<file path="src/rtl/issue_sched_pkg.sv">
// Shared types for the dual-issue scheduler: opcodes, FSM states, decoded class.
// Latency: n/a (types and a pure combinational hazard function).
// Backpressure: n/a.
package issue_sched_pkg;

  localparam logic [6:0] OP_OP     = 7'b0110011;
  localparam logic [6:0] OP_IMM    = 7'b0010011;
  localparam logic [6:0] OP_LUI    = 7'b0110111;
  localparam logic [6:0] OP_JAL    = 7'b1101111;
  localparam logic [6:0] OP_JALR   = 7'b1100111;
  localparam logic [6:0] OP_SYSTEM = 7'b1110011;
  localparam logic [6:0] OP_BRANCH = 7'b1100011;
  localparam logic [6:0] OP_BUBBLE = 7'b0000000;

  typedef enum logic [0:0] {
    PAIR   = 1'b0,
    SECOND = 1'b1
  } state_e;

  typedef struct packed {
    logic       writes_rd;
    logic       reads_rs1;
    logic       reads_rs2;
    logic       is_ctrl;
    logic       is_io;
    logic [4:0] rd;
    logic [4:0] rs1;
    logic [4:0] rs2;
  } instr_class_t;

  // True when the younger instruction (s1) may not issue alongside the older (s0).
  function automatic logic pair_conflict(instr_class_t s0, instr_class_t s1);
    logic raw;
    logic waw;
    raw = s0.writes_rd && ((s1.reads_rs1 && (s1.rs1 == s0.rd)) ||
                           (s1.reads_rs2 && (s1.rs2 == s0.rd)));
    waw = s0.writes_rd && s1.writes_rd && (s0.rd == s1.rd);
    return raw || waw || s0.is_ctrl || s1.is_ctrl || (s0.is_io && s1.is_io);
  endfunction

endpackage

</file>
<file path="src/rtl/issue_scheduler_classify.sv">
// Decodes one 32-bit instruction into its hazard-relevant class.
// Latency: purely combinational.
// Backpressure: none.
module instr_classify
  import issue_sched_pkg::*;
(
  input  logic [31:0]  instr_i,
  output instr_class_t cls_o
);

  logic [6:0] opcode;
  logic       unused_fields;

  assign opcode        = instr_i[6:0];
  assign unused_fields = ^{instr_i[31:25], instr_i[14:12]};

  // Opcode-driven class flags; a bubble (all-zero opcode) matches nothing.
  always_comb begin
    cls_o           = '0;
    cls_o.rd        = instr_i[11:7];
    cls_o.rs1       = instr_i[19:15];
    cls_o.rs2       = instr_i[24:20];
    cls_o.writes_rd = (opcode inside {OP_OP, OP_IMM, OP_LUI, OP_JAL, OP_JALR, OP_SYSTEM}) &&
                      (instr_i[11:7] != 5'd0);
    cls_o.reads_rs1 = opcode inside {OP_OP, OP_IMM, OP_BRANCH, OP_JALR, OP_SYSTEM};
    cls_o.reads_rs2 = opcode inside {OP_OP, OP_BRANCH};
    cls_o.is_ctrl   = opcode inside {OP_BRANCH, OP_JAL, OP_JALR};
    cls_o.is_io     = (opcode == OP_SYSTEM);
  end

endmodule

</file>
<file path="src/rtl/issue_scheduler.sv">
// Dual-issue scheduler: issues a fetched pair together, or splits it over two cycles on hazard.
// Latency: issue outputs registered, one cycle after the decision; pair_ready is combinational.
// Backpressure: pair_ready low holds fetch during the first half of a split. ISSUE_SCHED_PERF_EN adds counters.
module issue_scheduler
  import issue_sched_pkg::*;
#(
  parameter int PC_W  = 12,
  parameter int CNT_W = 16
) (
  input  logic             clk,
  input  logic             rst_n,
  input  logic             pair_valid,
  input  logic [63:0]      pair_instr,
  input  logic [PC_W-1:0]  pair_pc,
  output logic             pair_ready,
  input  logic             flush,
  output logic             issue_valid_0,
  output logic             issue_valid_1,
  output logic [31:0]      issue_instr_0,
  output logic [31:0]      issue_instr_1,
  output logic [PC_W-1:0]  issue_pc_0,
  output logic [PC_W-1:0]  issue_pc_1,
  output logic [CNT_W-1:0] dual_cnt,
  output logic [CNT_W-1:0] split_cnt
);

  instr_class_t    cls0, cls1;
  logic            conflict;
  logic [31:0]     slot0, slot1;
  logic [PC_W-1:0] pc_inc;
  state_e          state_q, state_d;
  logic            v0_q, v0_d, v1_q, v1_d;
  logic [31:0]     i0_q, i0_d, i1_q, i1_d;
  logic [PC_W-1:0] p0_q, p0_d, p1_q, p1_d;
  logic            dual_inc, split_inc;
  logic            unused_cls;

  assign slot0      = pair_instr[63:32];
  assign slot1      = pair_instr[31:0];
  assign pc_inc     = pair_pc + {{(PC_W-1){1'b0}}, 1'b1};
  assign conflict   = pair_conflict(cls0, cls1);
  assign unused_cls = cls0.reads_rs1 ^ cls0.reads_rs2;

  instr_classify u_cls0 (.instr_i(slot0), .cls_o(cls0));
  instr_classify u_cls1 (.instr_i(slot1), .cls_o(cls1));

  // Issue decision, handshake and next state; nothing is accepted while in reset.
  always_comb begin
    state_d    = state_q;
    pair_ready = 1'b0;
    v0_d       = 1'b0;
    v1_d       = 1'b0;
    i0_d       = '0;
    i1_d       = '0;
    p0_d       = '0;
    p1_d       = '0;
    dual_inc   = 1'b0;
    split_inc  = 1'b0;
    if (rst_n) begin
      if (state_q == PAIR) begin
        if (flush) begin
          pair_ready = 1'b1;
        end else if (pair_valid) begin
          if (pair_pc[0]) begin
            // Odd branch target: only slot 1 is architecturally live.
            pair_ready = 1'b1;
            v0_d       = 1'b1;
            i0_d       = slot1;
            p0_d       = pair_pc;
          end else if (!conflict) begin
            pair_ready = 1'b1;
            v0_d       = 1'b1;
            i0_d       = slot0;
            p0_d       = pair_pc;
            v1_d       = 1'b1;
            i1_d       = slot1;
            p1_d       = pc_inc;
            dual_inc   = 1'b1;
          end else begin
            v0_d      = 1'b1;
            i0_d      = slot0;
            p0_d      = pair_pc;
            state_d   = SECOND;
            split_inc = 1'b1;
          end
        end
      end else begin
        // Fetch is still holding the pair; a flush here kills the younger half.
        pair_ready = 1'b1;
        state_d    = PAIR;
        if (!flush) begin
          v0_d = 1'b1;
          i0_d = slot1;
          p0_d = pc_inc;
        end
      end
    end
  end

  // State and registered issue slots.
  always_ff @(posedge clk) begin
    if (!rst_n) begin
      state_q <= PAIR;
      v0_q    <= 1'b0;
      v1_q    <= 1'b0;
      i0_q    <= '0;
      i1_q    <= '0;
      p0_q    <= '0;
      p1_q    <= '0;
    end else begin
      state_q <= state_d;
      v0_q    <= v0_d;
      v1_q    <= v1_d;
      i0_q    <= i0_d;
      i1_q    <= i1_d;
      p0_q    <= p0_d;
      p1_q    <= p1_d;
    end
  end

  assign issue_valid_0 = v0_q;
  assign issue_valid_1 = v1_q;
  assign issue_instr_0 = i0_q;
  assign issue_instr_1 = i1_q;
  assign issue_pc_0    = p0_q;
  assign issue_pc_1    = p1_q;

`ifdef ISSUE_SCHED_PERF_EN
  logic [CNT_W-1:0] dual_q, split_q;

  // Saturating performance counters.
  always_ff @(posedge clk) begin
    if (!rst_n) begin
      dual_q  <= '0;
      split_q <= '0;
    end else begin
      if (dual_inc && !(&dual_q))
        dual_q <= dual_q + {{(CNT_W-1){1'b0}}, 1'b1};
      if (split_inc && !(&split_q))
        split_q <= split_q + {{(CNT_W-1){1'b0}}, 1'b1};
    end
  end

  assign dual_cnt  = dual_q;
  assign split_cnt = split_q;
`else
  logic unused_perf;
  assign unused_perf = dual_inc ^ split_inc;
  assign dual_cnt    = '0;
  assign split_cnt   = '0;
`endif

endmodule
</file>
<file path="config.mk">
export PLATFORM = sky130hd
export DESIGN_NAME = issue_scheduler
export DESIGN_NICKNAME = d
export VERILOG_FILES = /design/src/rtl/issue_sched_pkg.sv /design/src/rtl/issue_scheduler_classify.sv /design/src/rtl/issue_scheduler.sv
export SDC_FILE = /design/constraint.sdc
export NUM_CORES = 1
export LEC_CHECK = 0
export ABC_AREA = 1
export CAP_MARGIN = 40
export CORE_MARGIN = 2
export CORE_UTILIZATION = 41
export DETAILED_ROUTE_END_ITERATION = 12
export PLACE_DENSITY_LB_ADDON = 0.1
export REMOVE_ABC_BUFFERS = 1
export SLEW_MARGIN = 5
export SYNTH_ARGS = -nofsm -noshare
export SYNTH_HDL_FRONTEND = slang
export SYNTH_SLANG_ARGS = --single-unit
</file>
<file path="constraint.sdc">
create_clock -name clk -period 1.4 [get_ports clk]
set_input_delay 0.14 -clock clk [delete_from_list [all_inputs] [get_ports clk]]
set_output_delay 0.14 -clock clk [all_outputs]
set_load 0.005 [all_outputs]
</file>
==> metrics.log, run 1 <==
[report] implementation figures
INFO  metric status = finished with violations
INFO  metric violations = negative setup slack
INFO  metric route.detailed.vias_per_inst = 4.59
INFO  metric synthCells = 569
INFO  metric worst_hold_class = input pin to register
INFO  metric grt_start_max_net_pins = 42
INFO  metric cts_root_buffer = sky130_fd_sc_hd__clkbuf_8
INFO  metric top_cells_by_count = sky130_fd_sc_hd__nand2_1 (155), sky130_fd_sc_hd__dfxtp_1 (91), sky130_fd_sc_hd__inv_1 (57), sky130_fd_sc_hd__a21oi_1 (47), sky130_fd_sc_hd__nor2_2 (42)
INFO  metric holdPathStages = 3
INFO  metric detailedRoute.firstIterationViolations = 155
INFO  metric clk_transition_reported_paths = 80 ps
INFO  metric p_int = 0.00406 W
INFO  metric top_power_group = sequential cells
INFO  metric m1WireLength = 5.68 mm
INFO  metric cell_taking_the_most_area_after_synthesis = sky130_fd_sc_hd__dfxtp_1
INFO  metric wl_met2 = 6.42 mm
INFO  metric chip_area = 11000 um^2
INFO  metric portBuffers = 170
INFO  metric yosys_area = 4190 um^2
INFO  metric cpPeakStageDelay = 260 ps
INFO  metric maxCapViolCount = 0
INFO  metric worst_slack = -71.4 ps
INFO  metric yosys_warnings = 0
INFO  metric fp.coreArea = 9820 um^2
INFO  metric power.sequential.fraction = 48.2%
INFO  metric comb_power = 0.00106 W
INFO  metric critPathKind = input pin to output port
INFO  metric power.leakage = 3.08 nW
INFO  metric worst_ir_drop_vdd = 0.437 mV
INFO  metric critical_path.top_delay_family = simple AND/OR/NAND/NOR gates
INFO  metric global_route.usage.met2 = 40.8%
INFO  metric clock_tree.htree_level_count = 3
INFO  metric required = 1260 ps
INFO  metric endpoint_kind = output port
INFO  metric highest_achievable_clock_rate = 680 MHz
INFO  metric setup_violations = 1
INFO  metric finalHoldWorstSlack = 25.6 ps
INFO  metric synth.top_cell.area_share = 43.5%
INFO  metric fp.dieH = 105 um
INFO  metric dpl.cell_count = 908
INFO  metric tool_warnings = 27
INFO  metric topCellsByArea = sky130_fd_sc_hd__dfxtp_1 (44%), sky130_fd_sc_hd__nand2_1 (14%), sky130_fd_sc_hd__nor2_2 (6.3%), sky130_fd_sc_hd__buf_4 (5.7%), sky130_fd_sc_hd__a21oi_1 (5.6%)
INFO  metric first_pass_iters = 5
INFO  metric cts_tree = built
INFO  metric hold_end = issue_instr_1[1]
INFO  metric worst-path-stages = 12
INFO  metric gr-usage-met3 = 4.68%
INFO  metric drc_errors = 0
INFO  metric met3RoutedLength = 876 um
INFO  metric grt_pass1_vias = 4307
INFO  metric postSynthSeqShare = 43.5%
INFO  metric drt.antenna.violating_nets = 0
INFO  metric pre_cts_slack = -987 ps
INFO  metric fp_util = 42.6%
INFO  metric floorplan.rows = 36
INFO  metric layout-drive-gt1-share = 29.9%
INFO  metric syn_avg_cell_area = 7.36 um^2
INFO  metric gp_congestion = 0.936
INFO  metric route.top_layer_used = met4
INFO  metric hold_buffers = 0
INFO  metric most_numerous_logic_cells_after_layout = sky130_fd_sc_hd__nand2_1 (148), sky130_fd_sc_hd__clkdlybuf4s50_1 (129), sky130_fd_sc_hd__dfxtp_1 (91)
INFO  metric grt_pass1_wl = 21.0 mm
INFO  metric pwr_density_cell = 791 nW/um^2
INFO  metric antenna_violations_before_repair = 1
INFO  metric tns = -71.4 ps
INFO  metric worstSetupEndpoint = pair_ready
INFO  metric area.growth.synth_to_final = 67.0%
INFO  metric cts_repair_resize_count = 202
INFO  metric hold_path.startpoint = pair_instr[1]
INFO  metric max-clock-path-buffers = 2
INFO  metric pin_count = 203
INFO  metric design.final.nets = 885
INFO  metric netlist_area_before_placement = 4190 um^2
INFO  metric worst-r2r-setup-slack = 100 ps
INFO  metric crit_path_start_kind = input pin
INFO  metric r2r.worst_path.cells = 7
INFO  metric p_sw_share = 26.6%
INFO  metric dpl-instance-area = 6310 um^2
INFO  metric total_switching_power = 0.00147 W
INFO  metric report.power.total = 0.00553 W
-- run 1: layout make-up --
cell class / instances / area [um^2] / share of cell area (%)
clock buffer: 11 / 141 / 2.02
antenna: 1 / 2.50 / 0.0358
tap: 133 / 166 / 2.38
sequential: 91 / 1820 / 26.1
multi-input combinational: 392 / 2160 / 31.0
inverter: 62 / 240 / 3.44
timing repair buffer: 248 / 2400 / 34.4
clock inverter: 5 / 52.6 / 0.752
-- run 1: cell families (layout without fill, tap and decap cells) --
group                      count (synthesis)  count (layout)  share of synthesized area (%)
and+or+nand+nor                          256             256                           27.7
buffers and inverters                    117             326                           14.1
AOI/OAI and AO/OA                         92              92                           12.0
DFF                                       91              91                           43.5
xor gates and xnor gates                  11              11                           2.30
adders and majority gates                  1               1                          0.299
other                                      1              33                         0.0896
==> run_1/clocks.png <==
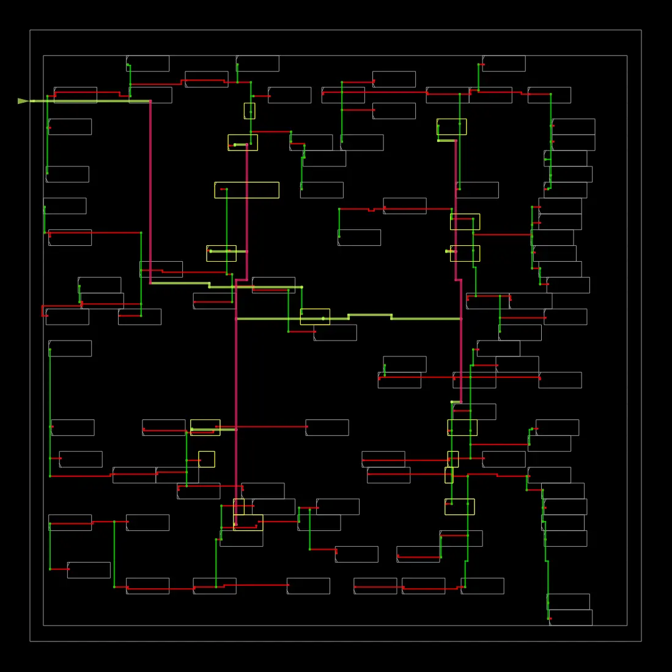
Clk Latency, worst-skew pair: 370 ps
total CTS buffers: 9
clock skew after layout: 6.38 ps

==> run_1/wires.png <==
Drawn at 4 px/um.
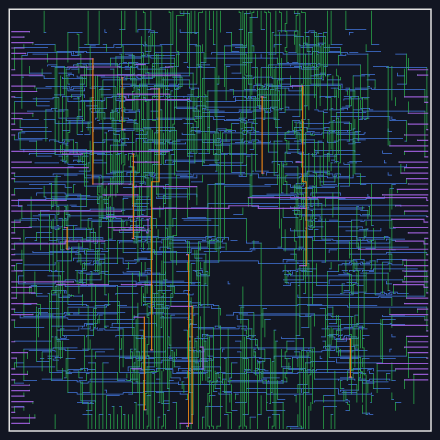
metal 4: shown in orange, wire length 307 um. metal 3: shown in purple, wire length 876 um. metal 1: shown in blue, wire length 5680 um. metal 2: shown in green, wire length 6420 um.
total global routing track utilization: 24.0%
DRT Wirelength: 13.3 mm
final routed wire length divided by cell count: 14.1 um
total via count after detailed routing: 4324

==> run_1/logic_types.png <==
Drawn at 3 px/um.
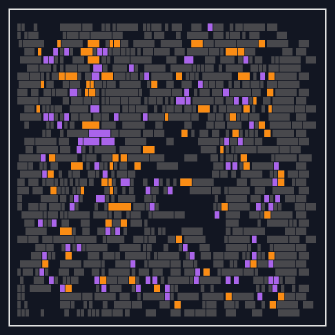
nor cells: shown in orange, cells 75, most used nor2_2, where all over the die. aoi and oai cells: shown in purple, cells 90, most used a21oi_1, where all over the die.
most instantiated logic cell after routing: sky130_fd_sc_hd__nand2_1
logic share of the area: 31.0%
final non-filler cell total: 943

==> run_1/clk_routes.png <==
Drawn at 3 px/um.
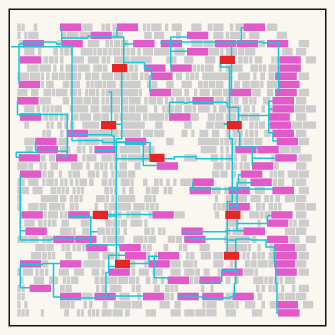
flip-flops: shown in magenta, count 91. clock drivers: shown in red, count 9. clock wires: shown in cyan, length 1130 um.
Position of the flops: all over the die.
Clock net power: 0.00181 W
clock group share of total power: 32.7%

==> run 1 -> run 2 <==
--- a/config.mk
+++ b/config.mk
@@ -7,8 +7,10 @@
 export LEC_CHECK = 0
 export ABC_AREA = 1
 export CAP_MARGIN = 40
+export CELL_PAD_IN_SITES_DETAIL_PLACEMENT = 2
+export CELL_PAD_IN_SITES_GLOBAL_PLACEMENT = 2
 export CORE_MARGIN = 2
-export CORE_UTILIZATION = 41
+export CORE_UTILIZATION = 21
 export DETAILED_ROUTE_END_ITERATION = 12
 export PLACE_DENSITY_LB_ADDON = 0.1
 export REMOVE_ABC_BUFFERS = 1
==> run_2/clocks.png <==
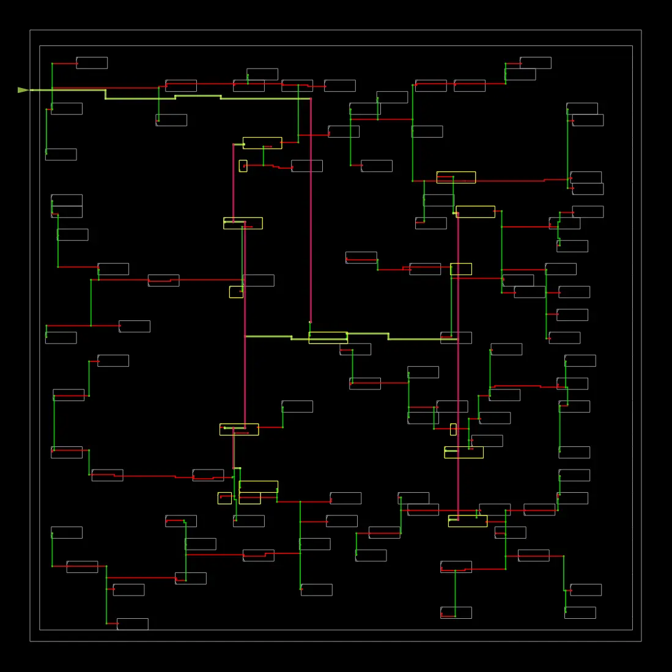
num sequential: 91
clock buffer instance count of the final layout: 12
clock skew after layout: 5.97 ps
CTS sink count: 91

==> run_2/wires.png <==
Drawn at 3 px/um.
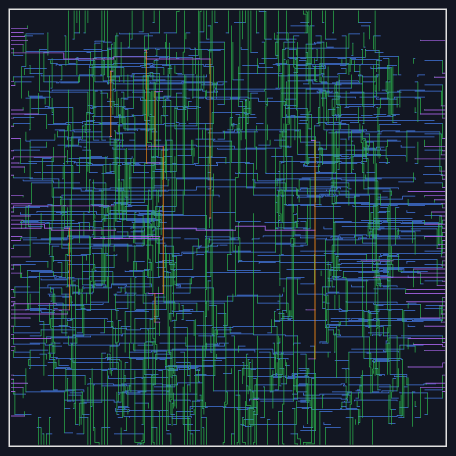
metal 1: shown in blue, wire length 8140 um. metal 3: shown in purple, wire length 745 um. metal 2: shown in green, wire length 9150 um. metal 4: shown in orange, wire length 289 um.
total via count after detailed routing: 4500
total global routing track utilization: 16.5%

==> run 2 against run 1 <==
  * The flow still finishes with violations (negative setup slack)
  * Critical path depth unchanged
  * Highest routed layer unchanged
  * Fmax down 3.4%
  * Clock skew about the same
  * Hold slack better by 15 ps
  * Register-to-register slack worse by 20 ps
  * Die area up 91%
  * Core utilization down 33 points
  * Sequential power about the same
  * Count of clock-buffer cells in the layout up 1
  * Flip-flop count unchanged
==> metrics.log, run 2 <==
[report] implementation figures
INFO  metric status = finished with violations
INFO  metric violations = negative setup slack
INFO  metric crit_path_start_kind = input pin
INFO  metric cpPeakStageDelay = 250 ps
INFO  metric wl = 18.3 mm
INFO  metric flop_area = 1820 um^2
INFO  metric r2r.worst_path.cells = 7
INFO  metric fp.coreArea = 19500 um^2
INFO  metric synth.yosys.num_cells = 569
INFO  metric drc_errors = 0
INFO  metric detailedRoute.firstIterationViolations = 114
INFO  metric worst-r2r-setup-slack = 80 ps
INFO  metric pwr_density_cell = 836 nW/um^2
INFO  metric top_cells_by_count = sky130_fd_sc_hd__nand2_1 (155), sky130_fd_sc_hd__dfxtp_1 (91), sky130_fd_sc_hd__inv_1 (57), sky130_fd_sc_hd__a21oi_1 (47), sky130_fd_sc_hd__nor2_2 (42)
INFO  metric antenna-diode-count = 0
INFO  metric hold_path.startpoint = pair_instr[1]
INFO  metric netlist_area_before_placement = 4190 um^2
INFO  metric postSynthSeqShare = 43.5%
INFO  metric globalRoute.totalOverflow = 0
INFO  metric worst_ir_drop_vdd = 0.577 mV
INFO  metric antenna_violations_before_repair = 0
INFO  metric wl_per_cell = 16.9 um
INFO  metric global_route.usage.met2 = 29.2%
INFO  metric fp.dieH = 145 um
INFO  metric clk_latency = 350 ps
INFO  metric first_pass_iters = 4
INFO  metric maxCapViolCount = 0
INFO  metric area.growth.synth_to_final = 76.7%
INFO  metric portBuffers = 170
INFO  metric worst-path-stages = 12
INFO  metric comb_power = 0.00114 W
INFO  metric layout_top_cell_excl_fill_tap = sky130_fd_sc_hd__nand2_1
INFO  metric worst_slack = -123 ps
INFO  metric mi_logic_area = 2160 um^2
INFO  metric critPathKind = input pin to output port
INFO  metric clock_net_power = 0.00238 W
INFO  metric setup_violations = 46
INFO  metric dpl.cell_count = 1051
INFO  metric wl_met2 = 9.15 mm
INFO  metric most_numerous_logic_cells_after_layout = sky130_fd_sc_hd__nand2_1 (142), sky130_fd_sc_hd__clkdlybuf4s50_1 (127), sky130_fd_sc_hd__dfxtp_1 (91)
INFO  metric power.leakage = 3.20 nW
INFO  metric design.final.nets = 896
INFO  metric dpl-instance-area = 6590 um^2
INFO  metric critical_path.top_delay_family = simple AND/OR/NAND/NOR gates
INFO  metric clock_tree.htree_level_count = 3
INFO  metric pin_count = 203
INFO  metric topCellsByArea = sky130_fd_sc_hd__dfxtp_1 (44%), sky130_fd_sc_hd__nand2_1 (14%), sky130_fd_sc_hd__nor2_2 (6.3%), sky130_fd_sc_hd__buf_4 (5.7%), sky130_fd_sc_hd__a21oi_1 (5.6%)
INFO  metric cell_taking_the_most_area_after_synthesis = sky130_fd_sc_hd__dfxtp_1
INFO  metric m1WireLength = 8.14 mm
INFO  metric grt_start_max_net_pins = 50
INFO  metric gp_congestion = 0.730
INFO  metric reg2reg_from = state_q
INFO  metric yosys_area = 4190 um^2
INFO  metric required = 1260 ps
INFO  metric cts_root_buffer = sky130_fd_sc_hd__clkbuf_16
INFO  metric top_power_group = sequential cells
INFO  metric fp_util = 21.4%
INFO  metric cts-buffers-inserted = 9
INFO  metric grt_pass1_wl = 27.4 mm
INFO  metric report.power.total = 0.00619 W
INFO  metric p_int = 0.00452 W
INFO  metric route.detailed.vias_per_inst = 4.15
INFO  metric cts_tree = built
INFO  metric total_switching_power = 0.00167 W
INFO  metric grt_pass1_vias = 5010
INFO  metric endpoint_kind = output port
INFO  metric chip_area = 21100 um^2
INFO  metric finalHoldWorstSlack = 41.0 ps
INFO  metric tool_warnings = 27
INFO  metric holdPathStages = 3
INFO  metric worstSetupEndpoint = pair_ready
INFO  metric layout-drive-gt1-share = 31.5%
INFO  metric floorplan.rows = 51
INFO  metric power.sequential.fraction = 43.1%
INFO  metric worst_hold_class = input pin to register
INFO  metric yosys_warnings = 0
INFO  metric hold_end = issue_instr_1[1]
==> run_2/logic_types.png <==
Drawn at 2 px/um.
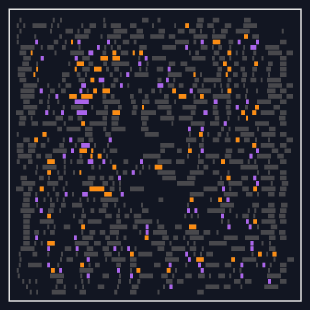
aoi and oai cells: shown in purple, cells 90, most used a21oi_1, where all over the die. nor cells: shown in orange, cells 75, most used nor2_2, where all over the die.
logic share of the area: 29.2%
final non-filler cell total: 1084

[run 2: cell counts after synthesis]
Identical to the previous run, type by type.
[run 2: area by class of cell]
type	count	share of cell area [%]
clock buffer	12	3.47
inverter	62	3.38
multi-input combinational	392	29.2
clock inverter	3	0.305
timing repair buffer	259	34.5
tap	265	4.48
sequential	91	24.6
[run 2: timing repair]
action	in CTS	in global routing
buffers inserted	9	4
resized	234	38
setup endpoints to repair	55	70
cloned	0	5
pin swaps	50	19
[run 2: cell families (layout without fill, tap and decap cells)]
group | count (synthesis) | after routing | synth area share [%]
flops | 91 | 91 | 43.5
other cells | 1 | 32 | 0.0896
buf+inv | 117 | 336 | 14.1
simple gates | 256 | 256 | 27.7
compound gates | 92 | 92 | 12.0
fa+ha+maj | 1 | 1 | 0.299
xor+xnor | 11 | 11 | 2.30
Power figures rest on the tool's default switching activity, not on a simulated workload.
